### M1 wires

Scale bar: 20 um. Supply wires on this layer in gray.
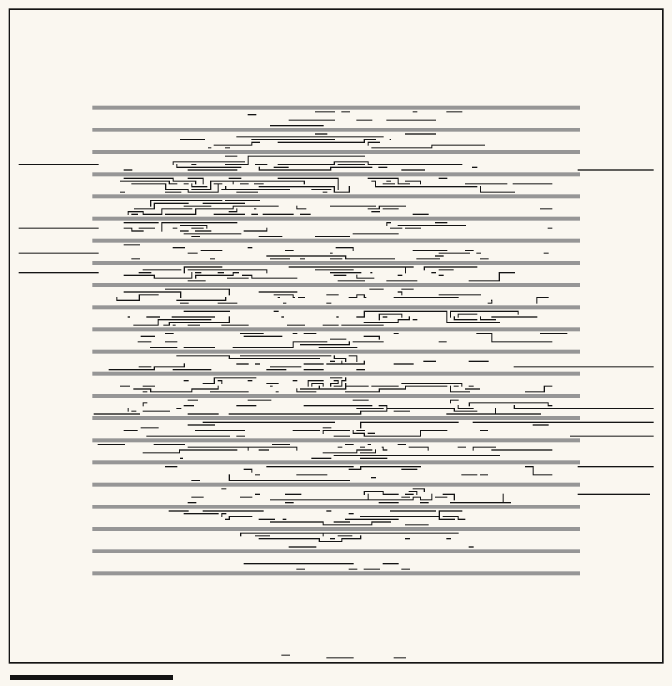
### The metal 2 layer

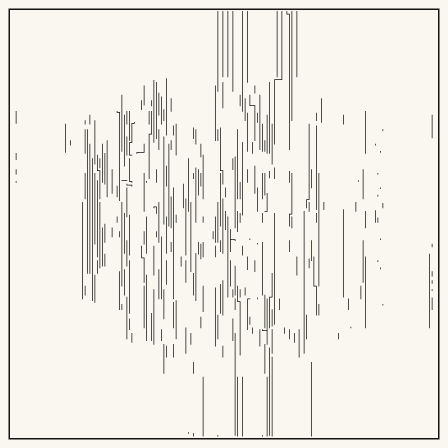
### M3 wires

Scale bar: 20 um.
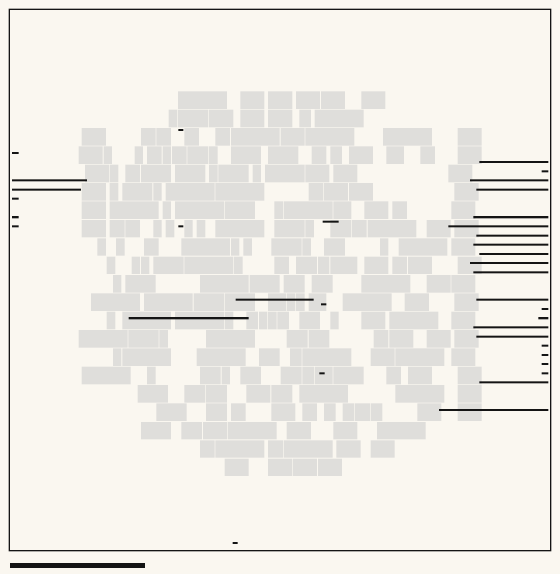
### Gate-type map

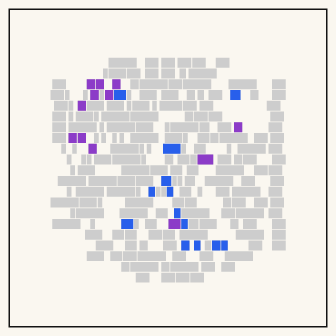
File: config.mk
export PLATFORM = sky130hd
export DESIGN_NAME = mul_4b_triarch_flat
export DESIGN_NICKNAME = d
export VERILOG_FILES = /design/src/rtl/mul_4b_triarch_pkg.sv /design/src/rtl/mul_4b_triarch_if.sv /design/src/rtl/mul_4b_triarch_fa_1b.sv /design/src/rtl/mul_4b_triarch.sv /design/src/flat_wrapper.sv
export SDC_FILE = /design/constraint.sdc
export NUM_CORES = 1
export LEC_CHECK = 0
export CAP_MARGIN = 30
export CORE_MARGIN = 10
export CORE_UTILIZATION = 50
export CTS_BUF_LIST = sky130_fd_sc_hd__clkbuf_2 sky130_fd_sc_hd__clkbuf_4 sky130_fd_sc_hd__clkbuf_8
export DETAILED_ROUTE_END_ITERATION = 8
export GPL_TIMING_DRIVEN = 1
export PLACE_DENSITY = 0.82
export SYNTH_ARGS = -nofsm -noshare
export SYNTH_HDL_FRONTEND = slang
export SYNTH_SLANG_ARGS = --single-unit
File: constraint.sdc
create_clock -name clk -period 8.7 [get_ports clk]
set_input_delay 0.87 -clock clk [delete_from_list [all_inputs] [get_ports clk]]
set_output_delay 0.87 -clock clk [all_outputs]
set_load 0.03 [all_outputs]
File: src/rtl/mul_4b_triarch_pkg.sv
// Shared widths, types and the carry-lookahead helper for the 4x4 multiplier
// comparison block.
package mul4_pkg;

   localparam int OP_W   = 4;
   localparam int PROD_W = 8;

   typedef logic [OP_W-1:0]   op_t;
   typedef logic [PROD_W-1:0] prod_t;

   // Carry into bit k of a 4b adder with cin=0, expanded so each carry is a
   // flat function of generate/propagate only (no ripple between sum bits).
   function automatic logic cla_carry(input op_t g, input op_t p, input int k);
      logic c;
      c = 1'b0;
      for (int m = 0; m < OP_W; m++) begin
         if (m < k) c = g[m] | (p[m] & c);
      end
      return c;
   endfunction

endpackage

File: src/rtl/mul_4b_triarch_if.sv
// Operand/result bundle of the triple-architecture multiplier; the master
// drives operands, the slave (the multiplier) returns products and checks.
interface mul_4b_triarch_if;
   import mul4_pkg::*;

   logic  in_valid;
   op_t   in_a;
   op_t   in_b;
   logic  out_valid;
   prod_t out;
   prod_t out_rca;
   prod_t out_csa;
   prod_t out_cla;
   logic  rca_err;
   logic  csa_err;
   logic  cla_err;
   logic  err_sticky;

   modport master (
      output in_valid, in_a, in_b,
      input  out_valid, out, out_rca, out_csa, out_cla,
      input  rca_err, csa_err, cla_err, err_sticky
   );

   modport slave (
      input  in_valid, in_a, in_b,
      output out_valid, out, out_rca, out_csa, out_cla,
      output rca_err, csa_err, cla_err, err_sticky
   );

endinterface

File: src/rtl/mul_4b_triarch_fa_1b.sv
// One-bit full adder; used as a half adder by tying cin low.
module fa_1b (
   input  logic a,
   input  logic b,
   input  logic cin,
   output logic s,
   output logic cout
);

   assign s    = a ^ b ^ cin;
   assign cout = (a & b) | (cin & (a ^ b));

endmodule

File: src/rtl/mul_4b_triarch.sv
// Registered 4x4 unsigned multiplier built three ways (ripple array, carry-save
// array, carry-save + CLA merge), each cross-checked against a*b on capture.
module mul_4b_triarch
   import mul4_pkg::*;
(
   input  logic           clk,
   input  logic           rst_n,
   mul_4b_triarch_if.slave bus
);

   // in_valid qualifies in_a/in_b at a rising edge; out_valid is in_valid one
   // cycle later. There is no ready: every valid operand pair is accepted.

   op_t a, b;
   op_t pp0, pp1, pp2, pp3;

   assign a   = bus.in_a;
   assign b   = bus.in_b;
   assign pp0 = a & {OP_W{b[0]}};
   assign pp1 = a & {OP_W{b[1]}};
   assign pp2 = a & {OP_W{b[2]}};
   assign pp3 = a & {OP_W{b[3]}};

   // Ripple-carry array: each row adds the next partial product to the
   // previous row's shifted sum, carries rippling along the row.
   op_t   rca_s1, rca_s2, rca_s3;
   op_t   rca_in1, rca_in2, rca_in3;
   logic  rca_c1, rca_c2, rca_c3;
   prod_t rca_p;

   assign rca_in1 = {1'b0, pp0[3:1]};
   assign rca_in2 = {rca_c1, rca_s1[3:1]};
   assign rca_in3 = {rca_c2, rca_s2[3:1]};

   for (genvar j = 0; j < OP_W; j++) begin : g_rca
      logic ci1, ci2, ci3, co1, co2, co3;
      if (j == 0) begin : g_lsb
         assign ci1 = 1'b0;
         assign ci2 = 1'b0;
         assign ci3 = 1'b0;
      end else begin : g_mid
         assign ci1 = g_rca[j-1].co1;
         assign ci2 = g_rca[j-1].co2;
         assign ci3 = g_rca[j-1].co3;
      end
      fa_1b u_fa1 (.a(pp1[j]), .b(rca_in1[j]), .cin(ci1), .s(rca_s1[j]), .cout(co1));
      fa_1b u_fa2 (.a(pp2[j]), .b(rca_in2[j]), .cin(ci2), .s(rca_s2[j]), .cout(co2));
      fa_1b u_fa3 (.a(pp3[j]), .b(rca_in3[j]), .cin(ci3), .s(rca_s3[j]), .cout(co3));
   end

   assign rca_c1 = g_rca[3].co1;
   assign rca_c2 = g_rca[3].co2;
   assign rca_c3 = g_rca[3].co3;
   assign rca_p  = {rca_c3, rca_s3, rca_s2[0], rca_s1[0], pp0[0]};

   // Carry-save array: carries of row r feed row r+1 at the same weight
   // instead of rippling, leaving one sum/carry pair for the final merge.
   op_t csa_rs1, csa_rc1, csa_rs2, csa_rc2, csa_rs3, csa_rc3;

   for (genvar j = 0; j < OP_W; j++) begin : g_csa
      logic s0_in, s1_in, s2_in;
      assign s0_in = (j == 3) ? 1'b0 : pp0[(j+1)%OP_W];
      assign s1_in = (j == 3) ? 1'b0 : csa_rs1[(j+1)%OP_W];
      assign s2_in = (j == 3) ? 1'b0 : csa_rs2[(j+1)%OP_W];
      fa_1b u_cs1 (.a(pp1[j]), .b(s0_in), .cin(1'b0),       .s(csa_rs1[j]), .cout(csa_rc1[j]));
      fa_1b u_cs2 (.a(pp2[j]), .b(s1_in), .cin(csa_rc1[j]), .s(csa_rs2[j]), .cout(csa_rc2[j]));
      fa_1b u_cs3 (.a(pp3[j]), .b(s2_in), .cin(csa_rc2[j]), .s(csa_rs3[j]), .cout(csa_rc3[j]));
   end

   // Both final merges add product bits [7:4]; bits [3:0] are already final.
   op_t   mrg_a, mrg_b, mrg_s;
   prod_t csa_p;

   assign mrg_a = {1'b0, csa_rs3[3:1]};
   assign mrg_b = csa_rc3;

   for (genvar j = 0; j < OP_W; j++) begin : g_mrg
      logic ci, co;
      if (j == 0) begin : g_lsb
         assign ci = 1'b0;
      end else begin : g_mid
         assign ci = g_mrg[j-1].co;
      end
      fa_1b u_fa (.a(mrg_a[j]), .b(mrg_b[j]), .cin(ci), .s(mrg_s[j]), .cout(co));
   end

   assign csa_p = {mrg_s, csa_rs3[0], csa_rs2[0], csa_rs1[0], pp0[0]};

   // Carry-lookahead merge of the same carry-save pair.
   op_t   cla_g, cla_p, cla_c, cla_sum;
   prod_t cla_prod;

   assign cla_g = mrg_a & mrg_b;
   assign cla_p = mrg_a ^ mrg_b;

   for (genvar k = 0; k < OP_W; k++) begin : g_cla
      assign cla_c[k] = cla_carry(cla_g, cla_p, k);
   end

   assign cla_sum  = cla_p ^ cla_c;
   assign cla_prod = {cla_sum, csa_rs3[0], csa_rs2[0], csa_rs1[0], pp0[0]};

   prod_t golden;
   logic  rca_err_n, csa_err_n, cla_err_n;

   assign golden    = prod_t'(a) * prod_t'(b);
   assign rca_err_n = |(rca_p ^ golden);
   assign csa_err_n = |(csa_p ^ golden);
   assign cla_err_n = |(cla_prod ^ golden);

   logic  r_valid, r_rca_err, r_csa_err, r_cla_err, r_sticky;
   prod_t r_rca, r_csa, r_cla;

   always_ff @(posedge clk) begin
      if (!rst_n) begin
         r_valid   <= 1'b0;
         r_rca     <= '0;
         r_csa     <= '0;
         r_cla     <= '0;
         r_rca_err <= 1'b0;
         r_csa_err <= 1'b0;
         r_cla_err <= 1'b0;
         r_sticky  <= 1'b0;
      end else if (bus.in_valid) begin
         r_valid   <= 1'b1;
         r_rca     <= rca_p;
         r_csa     <= csa_p;
         r_cla     <= cla_prod;
         r_rca_err <= rca_err_n;
         r_csa_err <= csa_err_n;
         r_cla_err <= cla_err_n;
         r_sticky  <= r_sticky | rca_err_n | csa_err_n | cla_err_n;
      end else begin
         r_valid   <= 1'b0;
      end
   end

   assign bus.out_valid  = r_valid;
   assign bus.out        = r_csa;
   assign bus.out_rca    = r_rca;
   assign bus.out_csa    = r_csa;
   assign bus.out_cla    = r_cla;
   assign bus.rca_err    = r_rca_err;
   assign bus.csa_err    = r_csa_err;
   assign bus.cla_err    = r_cla_err;
   assign bus.err_sticky = r_sticky;

endmodule

File: src/flat_wrapper.sv
// flat-port wrapper written by rule: the top's interface ports become plain ports
module mul_4b_triarch_flat import mul4_pkg::*;
  (clk, rst_n, bus_in_valid, bus_in_a, bus_in_b, bus_out_valid, bus_out, bus_out_rca, bus_out_csa, bus_out_cla, bus_rca_err, bus_csa_err, bus_cla_err, bus_err_sticky);
  mul_4b_triarch_if bus_i ();
  input  logic clk;
  input  logic rst_n;
  input wire logic [$bits(bus_i.in_valid)-1:0] bus_in_valid;
  input wire logic [$bits(bus_i.in_a)-1:0] bus_in_a;
  input wire logic [$bits(bus_i.in_b)-1:0] bus_in_b;
  output wire logic [$bits(bus_i.out_valid)-1:0] bus_out_valid;
  output wire logic [$bits(bus_i.out)-1:0] bus_out;
  output wire logic [$bits(bus_i.out_rca)-1:0] bus_out_rca;
  output wire logic [$bits(bus_i.out_csa)-1:0] bus_out_csa;
  output wire logic [$bits(bus_i.out_cla)-1:0] bus_out_cla;
  output wire logic [$bits(bus_i.rca_err)-1:0] bus_rca_err;
  output wire logic [$bits(bus_i.csa_err)-1:0] bus_csa_err;
  output wire logic [$bits(bus_i.cla_err)-1:0] bus_cla_err;
  output wire logic [$bits(bus_i.err_sticky)-1:0] bus_err_sticky;
  assign bus_i.in_valid = bus_in_valid;
  assign bus_i.in_a = bus_in_a;
  assign bus_i.in_b = bus_in_b;
  assign bus_out_valid = bus_i.out_valid;
  assign bus_out = bus_i.out;
  assign bus_out_rca = bus_i.out_rca;
  assign bus_out_csa = bus_i.out_csa;
  assign bus_out_cla = bus_i.out_cla;
  assign bus_rca_err = bus_i.rca_err;
  assign bus_csa_err = bus_i.csa_err;
  assign bus_cla_err = bus_i.cla_err;
  assign bus_err_sticky = bus_i.err_sticky;
  mul_4b_triarch u_core (.clk(clk), .rst_n(rst_n), .bus(bus_i));
endmodule
==> results_slide.txt <==
Key Metrics from the Run

Critical path
  • Reg2reg start: u_core.bus.err_sticky$_SDFFE_PN0P_
  • Register-to-register setup slack: 7.87 ns
  • Nature of the critical path startpoint: input pin
  • CP startpoint: bus_in_b[0]

Timing
  • Rel. slew slack: 36.9%
  • FMAX: 192 MHz
  • Cycle use final: 59.8%
  • Final max-slew violation count: 0
  • Setup TNS: 0 ns

Clocking
  • CTS Buf Count: 3
  • CTS tree: yes
  • CTS sink cnt: 17

Logic synthesis
  • Synthesized net count: 234
  • Commonest flop: dfxtp_1
  • Syn Inst Count: 186
  • Distinct lib cells used: 30
  • Flops & latches, synth: 17
  • Fraction of registers with async set/reset: 0%
  • Max-area cell share: 21.1%
  • Ys Warns: 0

Status
  • Status: complete, no violations

GRT
  • GR Overflow Total: 0
  • GR met3 Demand/Resource: 2.48%

Cells and area
  • Post-Route Utilization: 64.1%
  • Share of layout cells above drive strength 1: 4.23%

Power
  • Worst vdd ir: 53.3 uV
  • Pleak: 1.02 nW
  • Sw frac: 41.6%
  • Power Density: 144 nW/um^2

Routing
  • Via/cell ratio: 4.83
  • Routed wl met3: 227 um
  • First-iteration detailed-routing DRC count: 45

Hold path
  • Min-delay src: u_core.bus.out_rca[5]$_SDFFE_PN0P_
  • Type of the worst min-delay path: register to register

Die
  • Core area: 3420 um^2

Place
  • Setup WS pre-CTS: 3.17 ns
Notes on 'M1 wires' above:
nets with wire on the layer = 238
main direction = horizontal
total vias in the final route: 1,251
drt total wl: 3650 um
met1 Use GR: 14.8%

Notes on 'The metal 2 layer' above:
nets with wire on the layer = 228
share of all routed wire = 46%
met2 GRT Util: 20.4%

Notes on 'M3 wires' above:
main direction = horizontal
nets with wire on the layer = 32
wire length on this layer = 228 um
share of all routed wire = 6.3%

Notes on 'Gate-type map' above:
and/or cells -> purple  # cells 12
aoi and oai cells -> blue  # cells 13

## power by group through the flow
stage          Sequential, mW  Clock [mW]  Combinational [mW]
5_1_grt                0.0923      0.0476               0.203
3_5_place_dp           0.0930           0               0.185
3_3_place_gp           0.0925           0               0.181
2_1_floorplan           0.108           0               0.122
6_report               0.0909      0.0419               0.183
4_1_cts                0.0911      0.0432               0.186
## sequential cells by signal, summed over array words and instances (netlist names)
register	flops
u_core.bus.out_cla	8
u_core.bus.out_rca	5
u_core.bus.cla_err	1
u_core.bus.err_sticky	1
u_core.bus.out_valid	1
u_core.bus.rca_err	1
## cells by family (layout without fill, tap and decap cells)
group / count (synthesis) / count (layout) / share of synthesized area [%]
AND-OR/OR-AND: 15 / 15 / 5.98
XOR/XNOR: 16 / 16 / 8.21
adder cells (fa/ha/maj): 37 / 37 / 33.7
buffers and inverters: 49 / 76 / 14.5
flip-flops: 17 / 17 / 18.9
multiplexers: 10 / 10 / 5.56
AND/OR/NAND/NOR: 42 / 42 / 13.2
## cell type report
class | instances | area, um^2
fillers | 304 | 1230
multi-input cells | 120 | 1200
repair buffers | 47 | 470
flip-flops and latches | 17 | 340
inverters | 25 | 93.8
well taps | 46 | 57.6
clock buffers | 3 | 22.5
clock inverters | 1 | 5.00
## layout by cell type, fill, tap and decap left out, drive strengths merged
master	Yosys	routed
nor4	1	1
nand2b	2	2
nand3	1	1
mux2i	10	10
a2bb2oi	1	1
nor2	5	5
clkinv	0	1
dfxtp	17	17
nor2b	10	10
o21ai	4	4
nor3	2	2
a21oi	3	3
o21bai	1	1
fa	19	19
and2	10	10
or3	1	1
nand2	9	9
a31oi	2	2
clkbuf	3	3
xor2	6	6
a211oi	1	1
clkdlybuf4s50	0	47
ha	18	18
a21boi	1	1
o211a	2	2
inv	25	25
and4	1	1
xnor2	10	10
Power figures rest on the tool's default switching activity, not on a simulated workload.
